Figure 1. Gate-type map (run 1).
(6 px per µm)
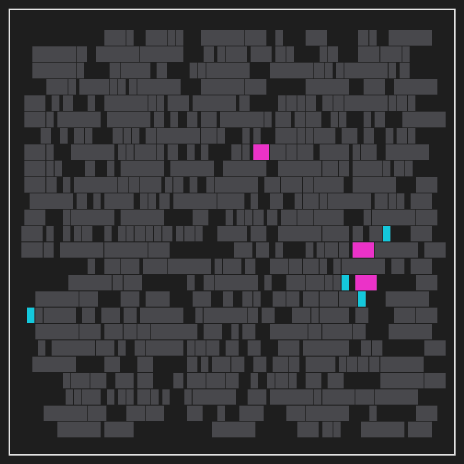
Figure 2. The metal 2 layer (run 1).
(4 px per µm) Cells faint in the background.
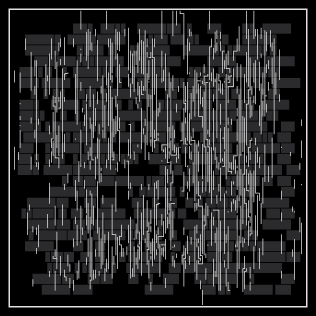
Figure 3. Track usage over the die (run 1).
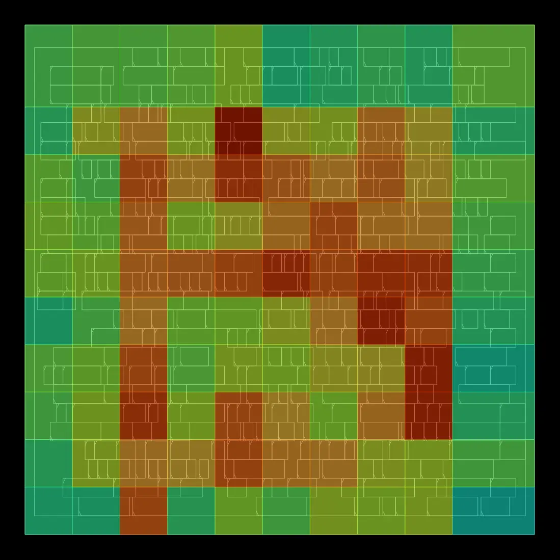
$ cat src/rtl/seg_scan_pkg.sv
// Shared constants for the multiplexed 7-segment scan controller:
// BCD nibble width, active-low anode levels and the scan-index width helper.
package seg_scan_pkg;

  localparam int   BCD_W  = 4;
  localparam logic AN_ON  = 1'b0;
  localparam logic AN_OFF = 1'b1;

  // A 2-digit display still needs one index bit.
  function automatic int idx_w(input int n);
    return (n > 2) ? $clog2(n) : 1;
  endfunction

endpackage

$ cat src/rtl/scan_tick_gen.sv
// Slot timer: counts 0..REFRESH_DIV-1 per digit slot. slot_end marks the last cycle of a slot;
// blank_phase reports whether the cycle entered at the next edge lies in the blanking gap.
module scan_tick_gen #(
  parameter int REFRESH_DIV  = 100000,
  parameter int BLANK_CYCLES = 1000
) (
  input  logic clk,
  input  logic rst,
  output logic slot_end,
  output logic blank_phase
);

  localparam int CNT_W = (REFRESH_DIV > 2) ? $clog2(REFRESH_DIV) : 1;

  logic [CNT_W-1:0] cnt_q, cnt_d;

  // blank_phase looks one cycle ahead so the parent can register its anode outputs.
  always_comb begin
    slot_end    = (cnt_q == CNT_W'(REFRESH_DIV - 1));
    cnt_d       = slot_end ? '0 : cnt_q + 1'b1;
    blank_phase = (32'(cnt_d) < 32'(BLANK_CYCLES));
  end

  always_ff @(posedge clk) begin
    if (rst) begin
      cnt_q <= '0;
    end else begin
      cnt_q <= cnt_d;
    end
  end

endmodule

$ cat src/rtl/seg_scan_ctrl.sv
// Time-multiplexed scan of NUM_DIGITS common-anode digits through one shared BCD decoder, with a
// double-buffered digit word committed at frame wrap. Optional macro: LEADING_ZERO_BLANK_EN.
module seg_scan_ctrl
  import seg_scan_pkg::*;
#(
  parameter int NUM_DIGITS   = 4,
  parameter int REFRESH_DIV  = 100000,
  parameter int BLANK_CYCLES = 1000
) (
  input  logic                           clk,
  input  logic                           rst,
  input  logic                           en,
  input  logic                           load_valid,
  output logic                           load_ready,
  input  logic [BCD_W*NUM_DIGITS-1:0]    digits_in,
  output logic [BCD_W-1:0]               bcd_out,
  output logic [NUM_DIGITS-1:0]          an_n,
  output logic [idx_w(NUM_DIGITS)-1:0]   digit_idx,
  output logic                           frame_start
);

  localparam int               IDX_W    = idx_w(NUM_DIGITS);
  localparam logic [IDX_W-1:0] LAST_IDX = IDX_W'(NUM_DIGITS - 1);

  typedef logic [NUM_DIGITS-1:0][BCD_W-1:0] word_t;

  word_t                 shadow_q, shadow_d;
  word_t                 active_q, active_d;
  logic [IDX_W-1:0]      idx_q, idx_d;
  logic                  pending_q, pending_d;
  logic                  load_ready_q, load_ready_d;
  logic                  frame_start_q, frame_start_d;
  logic [BCD_W-1:0]      bcd_q, bcd_d;
  logic [NUM_DIGITS-1:0] an_n_q, an_n_d;
  logic [NUM_DIGITS-1:0] lit_mask;
  logic                  slot_end, blank_phase, wrap, accept;
`ifdef LEADING_ZERO_BLANK_EN
  logic                  upper_zero;
`endif

  scan_tick_gen #(
    .REFRESH_DIV  (REFRESH_DIV),
    .BLANK_CYCLES (BLANK_CYCLES)
  ) u_tick (
    .clk         (clk),
    .rst         (rst),
    .slot_end    (slot_end),
    .blank_phase (blank_phase)
  );

  // Outputs are computed from next-state values so each registered output lines up with its slot.
  always_comb begin
    wrap   = slot_end && (idx_q == LAST_IDX);
    accept = load_valid && !pending_q;

    idx_d = idx_q;
    if (slot_end) begin
      idx_d = wrap ? '0 : idx_q + 1'b1;
    end

    shadow_d  = shadow_q;
    active_d  = active_q;
    pending_d = pending_q;
    if (wrap && pending_q) begin
      active_d  = shadow_q;
      pending_d = 1'b0;
    end
    if (accept) begin
      shadow_d  = digits_in;
      pending_d = 1'b1;
    end

    load_ready_d  = !pending_d;
    frame_start_d = wrap;
    bcd_d         = active_d[idx_d];

    lit_mask = '1;
`ifdef LEADING_ZERO_BLANK_EN
    // Digit 0 is never suppressed, so a zero value still shows one "0".
    upper_zero = 1'b1;
    for (int i = NUM_DIGITS - 1; i > 0; i--) begin
      upper_zero = upper_zero && (active_d[i] == '0);
      if (upper_zero) begin
        lit_mask[i] = 1'b0;
      end
    end
`endif

    an_n_d = {NUM_DIGITS{AN_OFF}};
    if (en && !blank_phase && lit_mask[idx_d]) begin
      an_n_d[idx_d] = AN_ON;
    end
  end

  always_ff @(posedge clk) begin
    if (rst) begin
      idx_q         <= '0;
      shadow_q      <= '0;
      active_q      <= '0;
      pending_q     <= 1'b0;
      load_ready_q  <= 1'b1;
      frame_start_q <= 1'b0;
      bcd_q         <= '0;
      an_n_q        <= {NUM_DIGITS{AN_OFF}};
    end else begin
      idx_q         <= idx_d;
      shadow_q      <= shadow_d;
      active_q      <= active_d;
      pending_q     <= pending_d;
      load_ready_q  <= load_ready_d;
      frame_start_q <= frame_start_d;
      bcd_q         <= bcd_d;
      an_n_q        <= an_n_d;
    end
  end

  assign load_ready  = load_ready_q;
  assign frame_start = frame_start_q;
  assign bcd_out     = bcd_q;
  assign an_n        = an_n_q;
  assign digit_idx   = idx_q;

endmodule

$ cat config.mk
export PLATFORM = sky130hd
export DESIGN_NAME = seg_scan_ctrl
export DESIGN_NICKNAME = d
export VERILOG_FILES = /design/src/rtl/seg_scan_pkg.sv /design/src/rtl/scan_tick_gen.sv /design/src/rtl/seg_scan_ctrl.sv
export SDC_FILE = /design/constraint.sdc
export NUM_CORES = 1
export LEC_CHECK = 0
export ABC_CLOCK_PERIOD_IN_PS = 2250
export CORE_UTILIZATION = 56
export DETAILED_ROUTE_END_ITERATION = 6
export GPL_TIMING_DRIVEN = 0
export MAX_ROUTING_LAYER = met4
export PLACE_DENSITY = 0.79
export SLEW_MARGIN = 5
export SYNTH_ARGS = -nofsm -noshare
export SYNTH_HDL_FRONTEND = slang
export SYNTH_SLANG_ARGS = --single-unit
$ cat constraint.sdc
create_clock -name clk -period 2.25 [get_ports clk]
set_input_delay 0.225 -clock clk [delete_from_list [all_inputs] [get_ports clk]]
set_output_delay 0.225 -clock clk [all_outputs]
set_load 0.01 [all_outputs]
==> impl_metrics.csv, run 1 <==
group,metric,value,unit
worst_setup_path,crit_cells,9,
clocking,cts_buffers,9,
worst_setup_path,rr_endpoint,"bcd_out[0]$_SDFF_PP0_",
final_layout,largest_register_ffs,17,
clocking,clock_sinks,62,
routing,routed_wl,6383,µm
global_routing,grt_max_degree,13,
worst_setup_path,crit_type,"register to register",
die,rows,25,
worst_setup_path,endpoint,"bcd_out[0]$_SDFF_PP0_",
global_routing,grt_pass1_wl,10750,µm
yosys,async_flop_share,0,%
place,dp_worst_setup_slack,-0.06439,ns
final_layout,final_cell_mix,"79 x nand2_1, 62 x dfxtp_1, 41 x a21oi_1",
run_status,run_status,"complete, no violations",
worst_setup_path,r2r_cells,9,
hold_path,worstHoldStart,"digits_in[14]",
worst_setup_path,crit_start,"u_tick.cnt_q[0]$_SDFF_PP0_",
clocking,clkLatencyLatePin,0.35,ns
clocking,postCtsSetupRepairBufs,0,
worst_setup_path,cp_slowest_cell,"dfxtp_1",
global_routing,first_global_vias,2258,
worst_setup_path,cp-end-kind,"register",
clocking,cts-htree-levels,3,
yosys,ys_ff,62,
final_layout,largest-register,"u_tick.cnt_q",
worst_setup_path,max_stage_delay,0.39,ns
clocking,cts_tree,"done",
clocking,cts_hold_buf,0,
yosys,synth.avg_cell_area,8.203,µm²
final_layout,nets,418,
timing,tightest_slew,0.5550,ns
timing,rsz0062_at_grt,"false",
yosys,yosysChipArea,0.002904,mm²
die,dieArea,0.005477,mm²
timing,totalNegativeSetupSlack,0,ns
routing,drt_iter0_drc,175,
timing,hold_viol,0,
die,core_area,0.004848,mm²
worst_setup_path,crit_top_cell,"and4_1",
die,die_h,74.01,µm
routing,num_vias,2591,
timing,finalClockSkew,0.005437,ns
yosys,synthDistinctLibCells,47,
hold_path,hold_end,"shadow_q[14]$_SDFFE_PP0P_",
Notes on Figure 1 above:
Key: inv cells = cyan [cells 4]; non-inverting ao/oa cells = magenta [cells 3]
highest-count logic cell in the final layout: nand2_1
Finished Layout Cells: 468

Notes on Figure 2 above:
The wires run mostly vertical. 336 nets have wire on it. The layer holds 45% of the routed length.

Notes on Figure 3 above:
M1 GR Usage: 36.45%
All-Layer GR Usage: 26.98%

run 1: cell usage after synthesis, drive strengths merged (2+ instances only):
cell type | n | area share, %
xnor2 | 8 | 2.4
a22o | 2 | 0.69
ha | 2 | 0.86
nand2b | 2 | 0.43
and3 | 6 | 1.3
nor3b | 3 | 0.78
nand3 | 12 | 3.1
nor4 | 3 | 1.2
mux2i | 9 | 3.1
o211ai | 5 | 1.3
nor3 | 3 | 0.52
nor2 | 33 | 4.3
dfxtp | 62 | 43
o21ai | 11 | 1.9
a31oi | 2 | 0.43
o22ai | 2 | 0.43
and4 | 3 | 0.90
a21oi | 42 | 7.2
and2 | 3 | 0.65
nand2 | 81 | 11
nand4 | 5 | 1.1
a211oi | 4 | 1.0
o31ai | 5 | 1.8
xor2 | 10 | 3.0
inv | 4 | 0.52
buf | 7 | 1.9
clkbuf | 16 | 3.1
run 1: kinds of logic after synthesis:
group / count (synthesis) / synth area share (%)
xor+xnor: 18 / 5.429
fa+ha+maj: 2 / 0.8616
simple gates: 159 / 26.02
mux: 10 / 3.619
compound gates: 75 / 15.34
flops: 62 / 42.74
buf+inv: 28 / 5.988
run 1: final cells by class:
class	count	area, µm²
plain buffers	23	163.9
clock buffers	9	123.9
clock inverters	7	50.05
fillers	398	1336
inverters	4	15.01
multi-input cells	264	1516
flip-flops and latches	62	1241
well taps	67	83.83
repair buffers	32	317.8
run 1: routing by layer:
metal,part of all wire (%),track usage (%)
met5,0,-
met4,2.5,11.97
met3,4.8,4.607
met2,45,39.49
met1,48,36.45
run 1: power by group:
part / switching (mW) / internal (mW) / leakage (nW)
Clock: 0.478 / 0.400 / 0.0816
Sequential: 0.0204 / 1.12 / 0.503
Combinational: 0.0547 / 0.0551 / 0.665
Total: 0.553 / 1.58 / 1.25
Figure 4. Signal wires on met3 (run 1).
(4 px per µm)
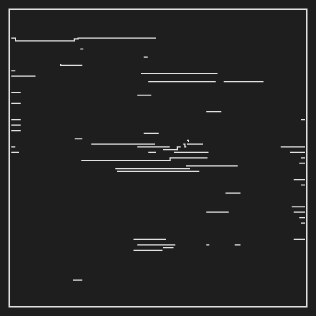

--- run 2 (diff from run 1) ---
--- a/config.mk
+++ b/config.mk
@@ -11,6 +11,7 @@
 export GPL_TIMING_DRIVEN = 0
 export MAX_ROUTING_LAYER = met4
 export PLACE_DENSITY = 0.79
+export SKIP_LAST_GASP = 1
 export SLEW_MARGIN = 5
 export SYNTH_ARGS = -nofsm -noshare
 export SYNTH_HDL_FRONTEND = slang
Figure 5. Signal wires on met3 (run 2).
(4 px per µm)
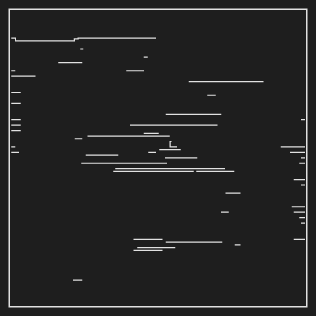
The wires run mostly horizontal. The layer holds 5.0% of the routed length. The longest straight run is 27.1 µm.
met3 GRT Util: 4.607%
WL final: 6378 µm
vias: 2576

Figure 6. Cells by drive strength (run 2).
(6 px per µm)
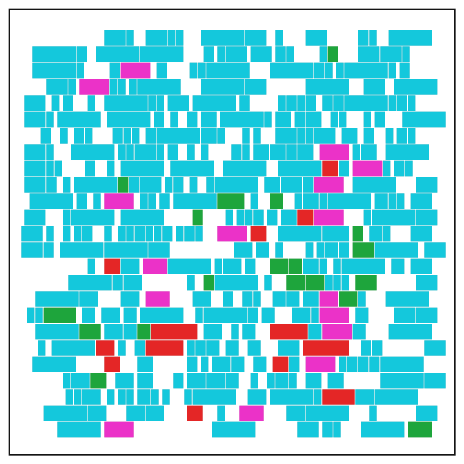
Key: _6 and larger = magenta [cells 16, most used clkbuf_8]; _0 and _1 cells = cyan [cells 353, most used nand2_1]; _3 and _4 cells = red [cells 13]; _2 cells = green [cells 19, most used o21ai_2]
number of signal-net buffers in the layout: 55
design area: 0.003510 mm²

==> run 2 against run 1 <==
Largest power group unchanged. Count of clock-buffer cells in the layout stayed put. Clock power about the same. Total power is 0.11% higher. Largest cell class unchanged. Critical path type unchanged. Clock skew is 0.0027 ns higher. Register-to-register slack about the same. Highest routed layer unchanged.
==> impl_metrics.csv, run 2 <==
group,metric,value,unit
yosys,netlist_top_cells_count,"80 x nand2_1, 62 x dfxtp_1, 42 x a21oi_1, 33 x nor2_1, 12 x clkbuf_1",
yosys,synthTopLogicFamily,"simple AND/OR/NAND/NOR gates",
global_routing,met1_usage,36.45,%
routing,m1WireLength,3022,µm
worst_setup_path,r2r_cells,6,
routing,wl_met3,320,µm
die,core_area,0.004848,mm²
yosys,xor_share,5.429,%
run_status,run_status,"complete, no violations",
worst_setup_path,cp-end-kind,"register",
global_routing,grt_pass1_wl,10750,µm
clocking,cts_buffers,9,
yosys,synthDistinctLibCells,47,
hold_path,worstHoldStart,"digits_in[14]",
die,dieArea,0.005477,mm²
yosys,most_common_cell,"nand2_1",
yosys,synth.avg_cell_area,8.203,µm²
global_routing,grt_max_degree,13,
yosys,async_flop_share,0,%
yosys,yosysChipArea,0.002904,mm²
global_routing,first_global_vias,2258,
yosys,top_cell_area_share,42.74,%
yosys,simple_gate_area_share,26.02,%
routing,routed.top_layer,"met4",
## run 2: cell type report
type,instances,area [µm²],area share (%)
flip-flops and latches,62,1241,35.37
clock inverters,7,50.05,1.426
repair buffers,32,317.8,9.055
inverters,4,15.01,0.4278
well taps,67,83.83,2.389
multi-input cells,264,1516,43.21
plain buffers,23,161.4,4.599
clock buffers,9,123.9,3.529
## run 2: report_power, final
part | switching (mW) | total [mW] | internal (mW)
clock network | 0.481 | 0.881 | 0.400
registers | 0.0203 | 1.14 | 1.12
logic | 0.0546 | 0.110 | 0.0551
total | 0.556 | 2.13 | 1.58
## run 2: worst max-delay path, cell delays in order, from the launching register on
cell     delay (ns)
dfxtp_1        0.50
nand3_4        0.13
nor4_4         0.45
nand3_4        0.15
mux2_4         0.34
o31ai_4        0.29
o21ai_1        0.10
## run 2: worst max path at each step
| stage | from | end |
|---|---|---|
| 6_report | u_tick.cnt_q[8]$_SDFF_PP0_ | an_n[1]$_SDFF_PP1_ |
| 4_1_cts | u_tick.cnt_q[0]$_SDFF_PP0_ | active_q[13]$_SDFF_PP0_ |
| 5_1_grt | u_tick.cnt_q[0]$_SDFF_PP0_ | active_q[13]$_SDFF_PP0_ |
| 2_1_floorplan | u_tick.cnt_q[0]$_SDFF_PP0_ | bcd_out[0]$_SDFF_PP0_ |
| 3_3_place_gp | u_tick.cnt_q[0]$_SDFF_PP0_ | bcd_out[1]$_SDFF_PP0_ |
| 3_5_place_dp | u_tick.cnt_q[0]$_SDFF_PP0_ | bcd_out[0]$_SDFF_PP0_ |
## run 2: timing repair
item	4_1_cts	5_1_grt
resized	4	13
setup endpoints to repair	6	24
cloned	0	0
setup buffers	0	1
pin swaps	0	2
Figure 7. Track usage over the die (run 2).
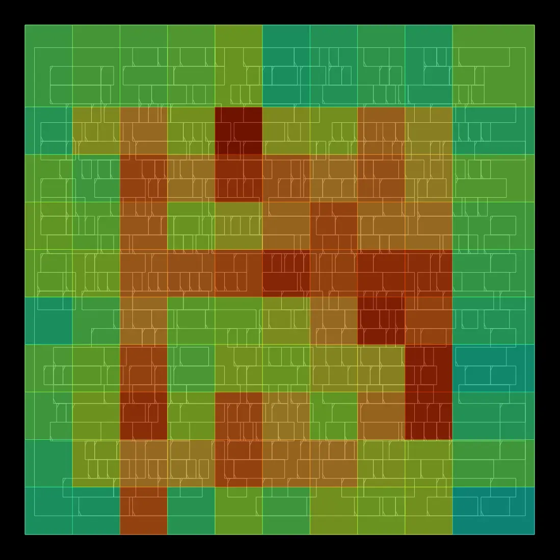

--- run 3 (diff from run 2) ---
--- a/config.mk
+++ b/config.mk
@@ -11,8 +11,9 @@
 export GPL_TIMING_DRIVEN = 0
 export MAX_ROUTING_LAYER = met4
 export PLACE_DENSITY = 0.79
+export SETUP_SLACK_MARGIN = 0.15
 export SKIP_LAST_GASP = 1
-export SLEW_MARGIN = 5
+export SLEW_MARGIN = 20
 export SYNTH_ARGS = -nofsm -noshare
 export SYNTH_HDL_FRONTEND = slang
 export SYNTH_SLANG_ARGS = --single-unit
Figure 8. Track usage over the die (run 3).
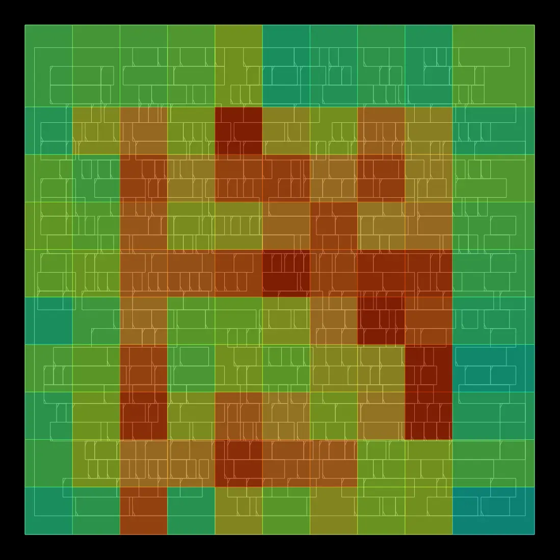
All-Layer GR Usage: 26.95%
fin util: 73.70%

Figure 9. Cells by drive strength (run 3).
(6 px per µm)
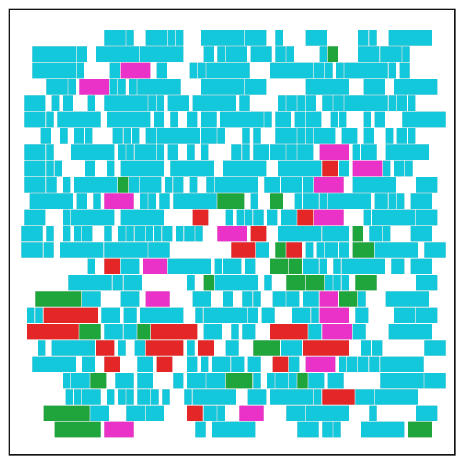
Key: _6 and larger = magenta [cells 16, most used clkbuf_8]; _2 cells = green [cells 24, most used clkbuf_2]; _3 and _4 cells = red [cells 20, most used buf_4]; _0 and _1 cells = cyan [cells 345, most used nand2_1]
setup ws final: 0.2726 ns
Area Overhead vs Synth: 23.05%
number of signal-net buffers in the layout: 59
design area: 0.003573 mm²

==> run 3 against run 2 <==
Non-clock buffer count grew 4. Flip-flop count is the same. Total power is essentially flat. Wire length grew 2.9%. Largest power group unchanged.
==> impl_metrics.csv, run 3 <==
group,metric,value,unit
run_status,run_status,"complete, no violations",
timing,totalNegativeSetupSlack,0,ns
global_routing,first_global_vias,2257,
routing,routed_wl,6560,µm
final_layout,layout_top_cell,"nand2_1",
clocking,cts-htree-levels,3,
yosys,synthDistinctLibCells,47,
yosys,ys_ff,62,
die,die_h,74.01,µm
routing,num_vias,2578,
power,switching_share,26.02,%
worst_setup_path,crit_type,"register to register",
power,pwr-share-comb,5.3,%
die,dieArea,0.005477,mm²
global_routing,grt_max_degree,13,
final_layout,largest-register,"u_tick.cnt_q",
clocking,cts_hold_buf,0,
clocking,cts_tree,"done",
yosys,synth.avg_cell_area,8.203,µm²
worst_setup_path,cp-end-kind,"register",
clocking,cts_buffers,9,
timing,tightest_slew,0.5363,ns
power,p_clk_share,41.1,%
clocking,clkLatencyLatePin,0.35,ns
final_layout,final_cell_mix,"79 x nand2_1, 58 x dfxtp_1, 41 x a21oi_1",
power,p_sw,0.5546,mW
yosys,area_leaders,"dfxtp_1 43%, nand2_1 10%, a21oi_1 7.2%, nor2_1 4.3%, mux2i_1 3.1%",
worst_setup_path,crit_start,"u_tick.cnt_q[9]$_SDFF_PP0_",
yosys,top_cell_area_share,42.74,%
worst_setup_path,r2r_cells,7,
yosys,yosysChipArea,0.002904,mm²
worst_setup_path,rr_endpoint,"an_n[0]$_SDFF_PP1_",
die,rows,25,
global_routing,grt_pass1_wl,10750,µm
timing,finalClockSkew,0.006807,ns
place,dp_worst_setup_slack,-0.06439,ns
clocking,clock_sinks,62,
power,pwr-share-seq,53.6,%
yosys,async_flop_share,0,%
final_layout,nets,422,
hold_path,worstHoldStart,"digits_in[14]",
timing,rsz0062_at_grt,"true",
worst_setup_path,endpoint,"an_n[0]$_SDFF_PP1_",
[run 3: cells by family (layout without fill, tap and decap cells)]
kind of cell,Yosys count,count (layout),synth area share (%)
compound gates,75,75,15.34
xor+xnor,18,18,5.429
fa+ha+maj,2,2,0.8616
buf+inv,28,79,5.988
flops,62,62,42.74
mux,10,10,3.619
simple gates,159,159,26.02
[run 3: cell type report]
cell class | instances | area [µm²]
Multi-Input combinational cell | 264 | 1541
Clock buffer | 9 | 123.9
Fill cell | 387 | 1275
Tap cell | 67 | 83.83
Buffer | 24 | 170.2
Sequential cell | 62 | 1249
Clock inverter | 7 | 50.05
Timing Repair Buffer | 35 | 340.3
Inverter | 4 | 15.01
[run 3: what timing repair did]
| action | CTS | global route |
|---|---|---|
| pin swaps | 1 | 7 |
| gates resized | 13 | 17 |
| endpoints found under the setup margin | 30 | 24 |
| buffers inserted | 0 | 4 |
[run 3: metal layers]
layer | vias up | track usage [%] | part of all wire (%)
met5 | - | - | 0
met4 | 0 | 11.97 | 2.2
met3 | 14 | 4.607 | 3.6
met2 | 65 | 39.70 | 45
met1 | 1194 | 36.19 | 49
li1 | 1305 | - | -
[run 3: power groups by stage]
stage,combinational (mW),clock [mW],sequential [mW]
floorplan,0.0571,0,1.16
global placement,0.108,0,1.16
detailed placement,0.110,0,1.17
CTS,0.112,0.880,1.14
global route,0.126,0.931,1.15
finish,0.113,0.877,1.14
[run 3: worst max-delay path: stages, from the launching register on]
cell and delay [ns]:
dfxtp_1 0.48, nand3_4 0.12, nor4_4 0.27, buf_4 0.18, nand3_4 0.09, mux2_4 0.33, o31ai_4 0.29, o21ai_1 0.10
[run 3: per-stage QoR]
step                instances  utilization (%)
floorplan                 354                -
global placement          452            68.03
detailed placement        452            68.03
CTS                       468            72.18
global route              472            73.70
finish                    472            73.70
Power figures rest on the tool's default switching activity, not on a simulated workload.
